$ cat src/rtl/phase_pkg.sv
// Shared definitions for the 4-phase full-step bus: pattern constants, decode
// helper, decoder FSM states and phase-delta meanings.
package phase_pkg;

  // Forward full-step order; reverse walks this table backwards.
  localparam logic [3:0] PH_0 = 4'b0011;
  localparam logic [3:0] PH_1 = 4'b0110;
  localparam logic [3:0] PH_2 = 4'b1100;
  localparam logic [3:0] PH_3 = 4'b1001;

  // (idx - last_idx) mod 4
  localparam logic [1:0] D_HOLD = 2'd0;
  localparam logic [1:0] D_FWD  = 2'd1;
  localparam logic [1:0] D_SKIP = 2'd2;
  localparam logic [1:0] D_REV  = 2'd3;

  typedef enum logic {
    UNLOCKED = 1'b0,
    LOCKED   = 1'b1
  } state_t;

  typedef struct packed {
    logic       legal;
    logic [1:0] idx;
  } ph_dec_t;

  function automatic ph_dec_t decode_phase(input logic [3:0] ph);
    ph_dec_t r;
    r.legal = 1'b1;
    r.idx   = 2'd0;
    case (ph)
      PH_0:    r.idx = 2'd0;
      PH_1:    r.idx = 2'd1;
      PH_2:    r.idx = 2'd2;
      PH_3:    r.idx = 2'd3;
      default: r.legal = 1'b0;
    endcase
    return r;
  endfunction

endpackage

$ cat src/rtl/phase_sync.sv
// Multi-flop synchronizer for the 4-bit phase bus; resets every stage to 0000.
module phase_sync #(
  parameter int SYNC_STAGES = 2
) (
  input  logic       clk,
  input  logic       rst,
  input  logic [3:0] phase_in,
  output logic [3:0] ph_s
);

  logic [SYNC_STAGES-1:0][3:0] stage;

  always_ff @(posedge clk or posedge rst) begin
    if (rst) begin
      stage <= '0;
    end else begin
      stage <= {stage[SYNC_STAGES-2:0], phase_in};
    end
  end

  assign ph_s = stage[SYNC_STAGES-1];

endmodule

$ cat src/rtl/phase_decoder.sv
// Decodes a synchronized 4-phase step bus into direction, step strobes, a signed
// position and skip/illegal error flags. Outputs lag phase_in by SYNC_STAGES+1 edges.
module phase_decoder
  import phase_pkg::*;
#(
  parameter int POS_WIDTH   = 16,
  parameter int SYNC_STAGES = 2
) (
  input  logic                        clk,
  input  logic                        rst,
  input  logic [3:0]                  phase_in,
  input  logic                        clr_pos,
  input  logic                        clr_err,
  output logic signed [POS_WIDTH-1:0] position,
  output logic                        dir,
  output logic                        step_pulse,
  output logic                        err_skip,
  output logic                        err_illegal,
  output logic                        err_sticky,
  output logic                        locked
);

  logic [3:0] ph_s;
  ph_dec_t    dec;
  state_t     state;
  logic [1:0] last_idx;
  logic [1:0] delta;
  logic       ev_lock, ev_fwd, ev_rev, ev_skip, ev_illegal;

  phase_sync #(.SYNC_STAGES(SYNC_STAGES)) u_sync (
    .clk      (clk),
    .rst      (rst),
    .phase_in (phase_in),
    .ph_s     (ph_s)
  );

  assign dec   = decode_phase(ph_s);
  assign delta = dec.idx - last_idx;

  always_comb begin
    ev_lock    = 1'b0;
    ev_fwd     = 1'b0;
    ev_rev     = 1'b0;
    ev_skip    = 1'b0;
    ev_illegal = 1'b0;
    if (state == UNLOCKED) begin
      // Illegal patterns while unlocked are expected during power-up; stay quiet.
      ev_lock = dec.legal;
    end else if (!dec.legal) begin
      ev_illegal = 1'b1;
    end else begin
      ev_fwd  = (delta == D_FWD);
      ev_rev  = (delta == D_REV);
      ev_skip = (delta == D_SKIP);
    end
  end

  always_ff @(posedge clk or posedge rst) begin
    if (rst) begin
      state       <= UNLOCKED;
      last_idx    <= 2'd0;
      position    <= '0;
      dir         <= 1'b0;
      step_pulse  <= 1'b0;
      err_skip    <= 1'b0;
      err_illegal <= 1'b0;
      err_sticky  <= 1'b0;
      locked      <= 1'b0;
    end else begin
      step_pulse  <= ev_fwd | ev_rev;
      err_skip    <= ev_skip;
      err_illegal <= ev_illegal;

      if (ev_lock) begin
        state  <= LOCKED;
        locked <= 1'b1;
      end else if (ev_illegal) begin
        state  <= UNLOCKED;
        locked <= 1'b0;
      end

      // A skip still resyncs the reference; an illegal pattern keeps the old one.
      if (ev_lock || ev_fwd || ev_rev || ev_skip) begin
        last_idx <= dec.idx;
      end

      if (ev_fwd) begin
        dir <= 1'b1;
      end else if (ev_rev) begin
        dir <= 1'b0;
      end

      if (clr_pos) begin
        position <= '0;
      end else if (ev_fwd) begin
        position <= position + POS_WIDTH'(1);
      end else if (ev_rev) begin
        position <= position - POS_WIDTH'(1);
      end

      if (ev_skip || ev_illegal) begin
        err_sticky <= 1'b1;
      end else if (clr_err) begin
        err_sticky <= 1'b0;
      end
    end
  end

endmodule

$ cat config.mk
export PLATFORM = sky130hd
export DESIGN_NAME = phase_decoder
export DESIGN_NICKNAME = d
export VERILOG_FILES = /design/src/rtl/phase_pkg.sv /design/src/rtl/phase_sync.sv /design/src/rtl/phase_decoder.sv
export SDC_FILE = /design/constraint.sdc
export NUM_CORES = 1
export LEC_CHECK = 0
export CORE_AREA = 2 2 83 61
export DETAILED_ROUTE_END_ITERATION = 6
export DIE_AREA = 0 0 85 63
export PLACE_DENSITY_LB_ADDON = 0.08
export SYNTH_ARGS = -nofsm -noshare
export SYNTH_HDL_FRONTEND = slang
export SYNTH_SLANG_ARGS = --single-unit
$ cat constraint.sdc
create_clock -name clk -period 10.4 [get_ports clk]
set_input_delay 1.04 -clock clk [delete_from_list [all_inputs] [get_ports clk]]
set_output_delay 1.04 -clock clk [all_outputs]
set_load 0.005 [all_outputs]
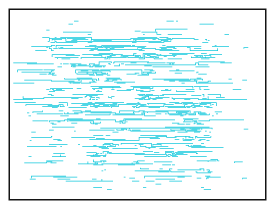
Fig. 1. Met1 routing.
(3 px per um)
wire length on this layer: 2340 um
main direction: horizontal
nets with wire on the layer: 245

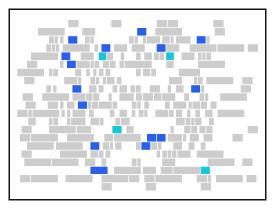
Fig. 2. Gate-type map.
(3 px per um)
| colour | family | cells |
|---|---|---|
| cyan | AND-OR and OR-AND gates | 4 |
| blue | XOR/XNOR gates | 15 |
most instantiated logic cell after routing: nand2_1
Non-Filler Instances: 304
logic share of the area: 46.6%

==> cell families after synthesis <==
group | count (synthesis) | synth area share [%]
simple gates | 72 | 17.8
compound gates | 60 | 17.8
flops | 32 | 40.0
fa+ha+maj | 20 | 12.9
buf+inv | 16 | 3.50
xor+xnor | 15 | 6.94
mux | 2 | 1.06
==> path summary, 6_finish.rpt <==
check                      cells after the start                         to                       from
setup / recovery                              13   position[14]$_DFFE_PP0P_   u_sync.ph_s[3]$_DFF_PP0_
hold / removal                                 0   u_sync.ph_s[0]$_DFF_PP0_  u_sync.stage[0]$_DFF_PP0_
setup reg to reg                              13   position[14]$_DFFE_PP0P_   u_sync.ph_s[3]$_DFF_PP0_
hold reg to reg                                0   u_sync.ph_s[0]$_DFF_PP0_  u_sync.stage[0]$_DFF_PP0_
max in group asynchronous                      3   position[13]$_DFFE_PP0P_                        rst
min in group asynchronous                      3  u_sync.stage[3]$_DFF_PP0_                        rst
==> layout by cell type, fill, tap and decap left out, types with 4 or more instances in the layout <==
cell and instances:
nand2_1 33, dfrtp_1 32, clkdlybuf4s50_1 29, a21oi_1 24
ha_1 19, o21ai_0 14, xnor2_1 9, inv_1 8
nor2_1 8, xor2_1 5, nand4_1 5, clkbuf_8 5
or3_1 4, nand3_1 4, nor3_1 4, a31oi_1 4
==> sequential cells by signal, indices dropped and copies added (netlist names) <==
| name | flops |
|---|---|
| err_illegal | 1 |
| state | 1 |
| last_idx | 2 |
| position | 16 |
| err_sticky | 1 |
| dir | 1 |
| u_sync.ph_s | 4 |
| step_pulse | 1 |
| err_skip | 1 |
| u_sync.stage | 4 |
==> worst max-delay path, cell delays in order, from the launching register on <==
cell,delay (ns)
dfrtp_1,0.42
nor4bb_1,0.29
a21oi_1,0.10
ha_1,0.34
or3_1,0.68
inv_1,0.63
nand2_1,0.62
ha_1,0.58
a21oi_1,0.26
o21ai_0,0.14
o31ai_1,0.55
nor4_1,0.13
o31ai_1,0.28
a21oi_1,0.11
==> per-layer routing <==
layer	global-route usage [%]	up-vias	share of wire, %	routed length, um
met5	0	-	0	0
li1	-	843	-	-
met1	27.5	767	56	2340
met2	21.5	46	37	1550
met3	5.42	6	5.7	240
met4	4.76	0	1.2	51
==> cell usage after synthesis <==
cell and number:
a21o_1 2, a311oi_1 2, a21boi_0 1, a31oi_1 4, o211ai_1 3, o21ai_0 14
ha_1 19, o2111ai_1 1, xor2_2 1, or4_1 1, inv_1 8, and3b_1 1
mux2i_1 1, clkbuf_1 5, a211oi_1 3, xnor2_1 9, nor2_1 8, a211o_1 2
nand2_2 1, nand3_1 4, buf_2 2, nand2b_1 2, nor4bb_1 1, nand4b_1 1
buf_6 1, nor3b_1 2, xor2_1 5, fa_1 1, mux2_2 1, nand2_1 33
nor3_1 4, nor4_1 3, nand4_1 5, or3_1 4, and4b_1 1, nor4b_1 1
a21oi_1 24, dfrtp_1 32, o31ai_1 3, o22ai_1 1
==> through the flow <==
stage / total power, mW / cells / cell area [sq um]
after floorplan: 0.214 / 217 / 2000
after global placement: 0.250 / 296 / 2330
after detailed placement: 0.249 / 296 / 2330
after CTS: 0.351 / 304 / 2420
after global routing: 0.374 / 304 / 2420
final: 0.347 / 304 / 2420
==> qor.txt <==
first-pass GRT wire length -> 7290 um
share of power burned in registers -> 41.8%
non-clk buf share -> 12.3%
cell area power density -> 143 mW/mm^2
cts repair resizes -> 0
Post-Syn Area -> 0.00200 sq mm
final hold violation count -> 0
cells in synth_stat.txt -> 217
bufs w/o clock -> 30
Psw -> 0.114 mW
syn_area_per_cell -> 9.22 sq um
Combinational Power Share -> 29.5%
clk ins delay skew pair -> 0.29 ns
drt wl/cell -> 13.7 um
fin crit share -> 51.0%
inverters -> 8
tool warning count -> 29
final core occ -> 52.7%
register bit total from synthesis -> 32
Die X -> 85 um
Clock Skew -> 0.00983 ns
vias in the first global route -> 1500
Final min period -> 5.30 ns
Ys Warns -> 0
Arr. time, crit path -> 5.44 ns
Final nets -> 274
Max-area cell share -> 40.0%
routed vias -> 1662
Logic area -> 0.00113 sq mm
H-tree level count -> 2
post-route ant nets -> 0
CP Data Required Time -> 10.54 ns
initial antenna violation count -> 0
combinational logic power -> 0.102 mW
Post-Synthesis Cells -> 217
Detailed Route Iter0 Violations -> 76
status -> finished clean
fmax -> 189 MHz
setup tns final -> 0 ns
Clock Power Share -> 28.7%
No activity file was given, so power comes from the tool's default toggle rates.
